$ cat config.mk
export PLATFORM = sky130hd
export DESIGN_NAME = data_mem_responder
export DESIGN_NICKNAME = d
export VERILOG_FILES = /design/src/rtl/dmem_pkg.sv /design/src/rtl/dmem_array.sv /design/src/rtl/data_mem_responder.sv
export SDC_FILE = /design/constraint.sdc
export NUM_CORES = 1
export LEC_CHECK = 0
export ABC_CLOCK_PERIOD_IN_PS = 5200
export CORE_ASPECT_RATIO = 1.2
export CORE_MARGIN = 2
export CORE_UTILIZATION = 50
export DETAILED_ROUTE_END_ITERATION = 16
export PLACE_DENSITY = 0.67
export SLEW_MARGIN = 15
export SYNTH_ARGS = -nofsm -noshare
export SYNTH_HDL_FRONTEND = slang
export SYNTH_HIERARCHICAL = 1
export SYNTH_SLANG_ARGS = --single-unit
export TNS_END_PERCENT = 100
$ cat constraint.sdc
create_clock -name clk -period 5.2 [get_ports clk]
set_clock_uncertainty 0.2 [all_clocks]
set_input_delay 1.04 -clock clk [delete_from_list [all_inputs] [get_ports clk]]
set_output_delay 1.04 -clock clk [all_outputs]
set_load 0.005 [all_outputs]
$ cat src/rtl/dmem_pkg.sv
// ----------------------------------------------------------------------------
// dmem_pkg
// Shared definitions for the data memory responder:
//   - dmem_state_e : transaction FSM states (IDLE / WAIT / RESP)
//   - DATA_W       : memory line width (8 bits)
//   - RD_LAT_MIN/MAX, CNT_W : legal access-latency range and counter width
//   - even_parity  : parity bit that makes {data, parity} have even weight
// ----------------------------------------------------------------------------
package dmem_pkg;

    typedef enum logic [1:0] {
        IDLE = 2'd0,
        WAIT = 2'd1,
        RESP = 2'd2
    } dmem_state_e;

    localparam int DATA_W     = 8;
    localparam int RD_LAT_MIN = 1;
    localparam int RD_LAT_MAX = 7;
    // Counter holds at most RD_LAT_MAX-1 = 6.
    localparam int CNT_W      = 3;

    function automatic logic even_parity(input logic [DATA_W-1:0] d);
        return ^d;
    endfunction

endpackage

$ cat src/rtl/dmem_array.sv
// ----------------------------------------------------------------------------
// dmem_array
// Reset-cleared register array of DEPTH lines x DATA_W bits with a
// combinational read port and a single synchronous write port sharing addr.
// Optional feature macro: DMEM_PARITY_EN -- adds one even-parity bit per
// line, a parity_inject input that inverts the stored bit on a write, and a
// parity_err output flagging a mismatch on the line currently addressed.
//
// Ports:
//   clk, rst_n      clock, asynchronous active-low reset (clears all lines)
//   we              write enable (one-cycle)
//   addr            line address
//   wdata           write data
//   parity_inject   (DMEM_PARITY_EN only) invert stored parity on this write
//   rdata           read data of line addr (combinational)
//   parity_err      (DMEM_PARITY_EN only) recomputed parity != stored parity
// ----------------------------------------------------------------------------
module dmem_array
    import dmem_pkg::*;
#(
    parameter int DEPTH = 16
)
(
    input  logic                     clk,
    input  logic                     rst_n,
    input  logic                     we,
    input  logic [$clog2(DEPTH)-1:0] addr,
    input  logic [DATA_W-1:0]        wdata,
`ifdef DMEM_PARITY_EN
    input  logic                     parity_inject,
    output logic                     parity_err,
`endif
    output logic [DATA_W-1:0]        rdata
);

    logic [DATA_W-1:0] lines_q [DEPTH];

    always_ff @(posedge clk or negedge rst_n) begin
        if (!rst_n) begin
            for (int i = 0; i < DEPTH; i++) begin
                lines_q[i] <= '0;
            end
        end else if (we) begin
            lines_q[addr] <= wdata;
        end
    end

    assign rdata = lines_q[addr];

`ifdef DMEM_PARITY_EN
    logic [DEPTH-1:0] par_q;

    // A cleared line (all zeros) has even parity 0, so reset is consistent.
    always_ff @(posedge clk or negedge rst_n) begin
        if (!rst_n) begin
            par_q <= '0;
        end else if (we) begin
            par_q[addr] <= even_parity(wdata) ^ parity_inject;
        end
    end

    assign parity_err = even_parity(lines_q[addr]) ^ par_q[addr];
`endif

endmodule

$ cat src/rtl/data_mem_responder.sv
// ----------------------------------------------------------------------------
// data_mem_responder
// Single-outstanding-request memory responder. A request (exactly one of
// mem_read / mem_write high in IDLE) is latched, waits RD_LAT cycles, is
// committed on the WAIT->RESP edge and acknowledged with a one-cycle
// mem_ready in RESP. mem_ready rises RD_LAT+1 cycles after the request cycle.
// Handshake: the initiator holds nothing; a strobe is sampled only in IDLE.
// Strobes seen in WAIT/RESP are dropped silently; the initiator must wait
// for mem_ready before issuing the next request. Both strobes together in
// IDLE are rejected with a one-cycle mem_err and no access.
// Optional feature macro: DMEM_PARITY_EN (per-line parity, parity_inject
// port, mem_err also raised with mem_ready on a parity-mismatching read).
//
// Ports:
//   clk, rst_n      clock, asynchronous active-low reset
//   mem_read        read request strobe
//   mem_write       write request strobe
//   line_number     line address (implicitly modulo DEPTH)
//   mem_in          write data
//   parity_inject   (DMEM_PARITY_EN only) invert stored parity on a write
//   mem_out         registered read data, held until the next read completes
//   mem_ready       one-cycle completion pulse
//   mem_busy        high in WAIT and RESP
//   mem_err         one-cycle error pulse
// Parameters: DEPTH (power of two, 2..256), RD_LAT (1..7).
// ----------------------------------------------------------------------------
module data_mem_responder
    import dmem_pkg::*;
#(
    parameter int DEPTH  = 16,
    parameter int RD_LAT = 2
)
(
    input  logic                     clk,
    input  logic                     rst_n,
    input  logic                     mem_read,
    input  logic                     mem_write,
    input  logic [$clog2(DEPTH)-1:0] line_number,
    input  logic [DATA_W-1:0]        mem_in,
`ifdef DMEM_PARITY_EN
    input  logic                     parity_inject,
`endif
    output logic [DATA_W-1:0]        mem_out,
    output logic                     mem_ready,
    output logic                     mem_busy,
    output logic                     mem_err
);

    localparam int AW = $clog2(DEPTH);
    localparam logic [CNT_W-1:0] CNT_LOAD = CNT_W'(RD_LAT - 1);

    dmem_state_e       state_q, state_d;
    logic [CNT_W-1:0]  cnt_q;
    logic              op_write_q;
    logic [AW-1:0]     line_q;
    logic [DATA_W-1:0] data_q;
    logic              err_q;

    logic              accept;
    logic              dual_strobe;
    logic              done;
    logic              array_we;
    logic [DATA_W-1:0] array_rdata;
    logic              rd_parity_err;

    // ---------------- FSM: state register ----------------
    always_ff @(posedge clk or negedge rst_n) begin
        if (!rst_n) begin
            state_q <= IDLE;
        end else begin
            state_q <= state_d;
        end
    end

    // ---------------- FSM: next state ----------------
    always_comb begin
        state_d = state_q;
        case (state_q)
            IDLE:    if (mem_read ^ mem_write) state_d = WAIT;
            WAIT:    if (cnt_q == '0)          state_d = RESP;
            RESP:    state_d = IDLE;
            default: state_d = IDLE;
        endcase
    end

    // ---------------- FSM: outputs / control ----------------
    always_comb begin
        mem_busy    = 1'b0;
        mem_ready   = 1'b0;
        accept      = 1'b0;
        dual_strobe = 1'b0;
        done        = 1'b0;
        case (state_q)
            IDLE: begin
                accept      = mem_read ^ mem_write;
                dual_strobe = mem_read & mem_write;
            end
            WAIT: begin
                mem_busy = 1'b1;
                done     = (cnt_q == '0);
            end
            RESP: begin
                mem_busy  = 1'b1;
                mem_ready = 1'b1;
            end
            default: ;
        endcase
    end

    assign array_we = done & op_write_q;

    // ---------------- request latch, counter, read data, error ----------------
    always_ff @(posedge clk or negedge rst_n) begin
        if (!rst_n) begin
            cnt_q      <= '0;
            op_write_q <= 1'b0;
            line_q     <= '0;
            data_q     <= '0;
            mem_out    <= '0;
            err_q      <= 1'b0;
        end else begin
            // Error is a pulse: cleared unless re-raised on this edge.
            err_q <= dual_strobe;
            if (accept) begin
                op_write_q <= mem_write;
                line_q     <= line_number;
                data_q     <= mem_in;
                cnt_q      <= CNT_LOAD;
            end else if (state_q == WAIT && cnt_q != '0) begin
                cnt_q <= cnt_q - 1'b1;
            end
            if (done && !op_write_q) begin
                mem_out <= array_rdata;
                // Lands in RESP, i.e. together with mem_ready.
                err_q   <= rd_parity_err;
            end
        end
    end

    assign mem_err = err_q;

`ifdef DMEM_PARITY_EN
    logic inject_q;

    always_ff @(posedge clk or negedge rst_n) begin
        if (!rst_n) begin
            inject_q <= 1'b0;
        end else if (accept) begin
            inject_q <= parity_inject;
        end
    end

    dmem_array #(.DEPTH(DEPTH)) u_array (
        .clk           (clk),
        .rst_n         (rst_n),
        .we            (array_we),
        .addr          (line_q),
        .wdata         (data_q),
        .parity_inject (inject_q),
        .parity_err    (rd_parity_err),
        .rdata         (array_rdata)
    );
`else
    assign rd_parity_err = 1'b0;

    dmem_array #(.DEPTH(DEPTH)) u_array (
        .clk   (clk),
        .rst_n (rst_n),
        .we    (array_we),
        .addr  (line_q),
        .wdata (data_q),
        .rdata (array_rdata)
    );
`endif

endmodule
### Layout detail

Window x 42 to 72, y 79 to 109 um. Cells in gray, sequential cells in the stronger gray; small squares are vias.
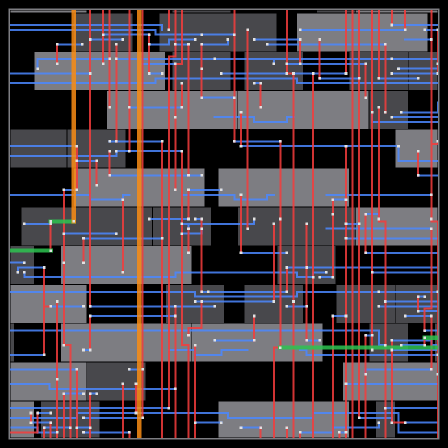
metal 2 -> red
metal 4 -> orange
metal 3 -> green
metal 1 -> blue
cells with their middle in the window = 35
most frequent = mux2_2 (14), dfrtp_1 (14)
sequential cells in the window = 14
netlist names of flops here include = u_array/lines_q (14)

### Signal wires by layer

(3 px per um) Only two layers are drawn.
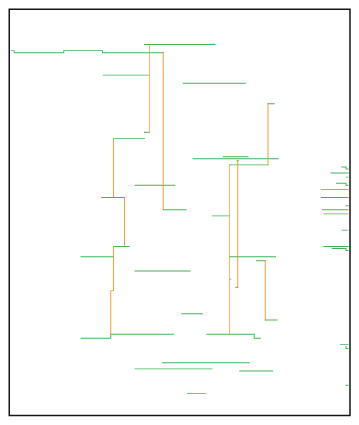
metal 4 -> orange  # wire length 287 um
metal 3 -> green  # wire length 468 um

### Logic cells by family

(4 px per um)
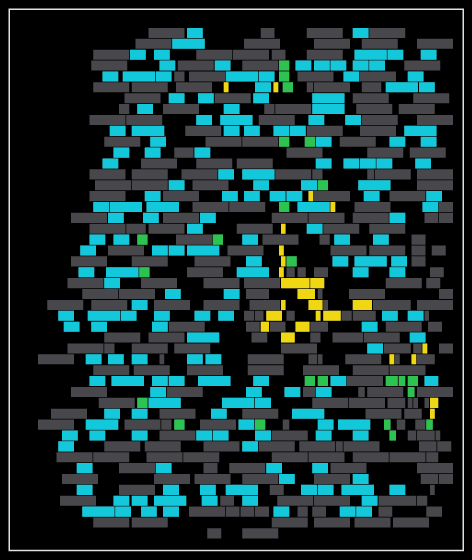
multiplexers -> cyan  # cells 182, most used mux2_2, where spread over the die
inverting AOI/OAI gates -> green  # cells 23, most used a22oi_1
NAND gates -> yellow  # cells 25, most used nand2_1

### Routing congestion

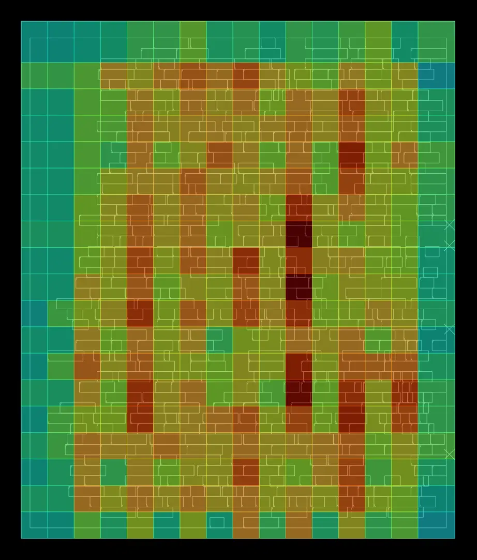
global-route usage over all layers: 0.221
global routing met1 resource utilization: 0.302

logic make-up after synthesis:
family	Yosys count	share of synthesized area
adder cells (fa/ha/maj)	6	0.0105
flip-flops	155	0.543
multiplexers	182	0.337
AND-OR/OR-AND	25	0.0249
AND/OR/NAND/NOR	50	0.0566
buffers and inverters	33	0.0279
per-layer routing:
layer | track usage | wire length (um)
met1 | 0.302 | 6880
met5 | 0 | 0
met2 | 0.354 | 7620
met4 | 0.0752 | 286
met3 | 0.0453 | 467
cell type report:
cell class	instances	area, um2
inverters	4	15.0
well taps	171	214
repair buffers	32	307
fillers	1116	5850
flip-flops and latches	155	3880
clock inverters	11	71.3
clock buffers	21	470
multi-input cells	263	3070
power breakdown:
| group | total [mW] | switching (mW) | internal, mW | leakage, nW |
|---|---|---|---|---|
| registers | 2.13 | 0.449 | 1.68 | 2.11 |
| clock network | 1.12 | 0.478 | 0.642 | 0.257 |
| logic | 1.38 | 0.592 | 0.789 | 1.43 |
| total | 4.63 | 1.52 | 3.11 | 3.79 |
worst paths after layout:
path	from	end	slack (ps)	depth (start not counted)
hold / removal	mem_out[7]	mem_out[7]	290	1
hold reg to reg	mem_out[7]	mem_out[7]	290	1
setup / recovery	cnt_q[0]	u_array/lines_q[57]	1950	7
min in group asynchronous	rst_n	data_q[5]	450	1
setup reg to reg	cnt_q[0]	u_array/lines_q[57]	1950	7
max in group asynchronous	rst_n	line_q[2]	3300	2
sequential cells by signal, indices dropped and copies added (netlist names):
signal and cells:
state_q 2, u_array/lines_q 128, op_write_q 1, cnt_q 3
mem_out 8, line_q 4, mem_err 1, data_q 8
==> impl_results.rst <==
Implementation results
======================

.. list-table::
   :header-rows: 1

   * - Metric
     - Value
   * - Antenna diode count
     - 0
   * - DRC
     - 4
   * - Post-synth top area cell
     - sky130_fd_sc_hd__dfrtp_1
   * - Dpl hpwl
     - 9900 um
   * - Maximum number of pins on one net before global-route repair
     - 82
   * - Yosys stat area
     - 7140 um2
   * - Number of buffers inserted by post-CTS setup repair
     - 0
   * - Kind of cell with the highest combined delay on the critical path
     - simple AND/OR/NAND/NOR gates
   * - Overall power after layout
     - 4.63 mW
   * - Non-filler instance count after layout
     - 657
   * - Pwr per Cell Area
     - 577 nW/um2
   * - Critical path buffers and inverters
     - 1
   * - Post-layout period usage of the worst path
     - 0.625
   * - Wire length per cell after detailed routing
     - 23.2 um
   * - Final setup violation count
     - 0
   * - Violated checks
     - design-rule violations
   * - Clock latency on the worst-skew pair
     - 430 ps
   * - Num ports
     - 27
   * - Chip area
     - 15300 um2
   * - Clock-pin slew reported for the worst setup and hold paths after clock tree synthesis
     - 60 ps
   * - Chip Width
     - 113 um
   * - CP endpoint kind
     - flop
   * - Post-cts gate resize count
     - 0
   * - Run status
     - finished with violations
   * - Post-synth top cells
     - sky130_fd_sc_hd__dfrtp_1, sky130_fd_sc_hd__mux2_2, sky130_fd_sc_hd__mux4_2, sky130_fd_sc_hd__a22oi_1, sky130_fd_sc_hd__nand2_1
   * - Area of the core
     - 13900 um2
   * - Pre-CTS setup slack
     - 1990 ps
   * - Worst min-delay path class
     - reg2reg
   * - Maximum achievable frequency
     - 308 MHz
   * - Remaining antenna violation count after routing
     - 0
   * - CTS root buffer
     - sky130_fd_sc_hd__clkbuf_16
   * - Flip-flop cell with the highest count after synthesis
     - sky130_fd_sc_hd__dfrtp_1
   * - Worst-case hold slack
     - 293 ps
   * - Total nets after synthesis
     - 473
   * - Port Buffer Count
     - 26
   * - TritonCTS clock tree
     - built
   * - Number of DRC markers after the initial detailed-route iteration
     - 324
   * - Htree depth
     - 4
   * - Setup Crit Path Kind
     - reg2reg
   * - Number of OpenROAD warnings
     - 29
   * - Mean cell area of the mapped netlist
     - 15.8 um2
   * - Share of async-settable or async-resettable flops after synthesis
     - 1.00
   * - Relative max-transition margin
     - 0.402
Power is estimated from default activity; no workload was simulated.
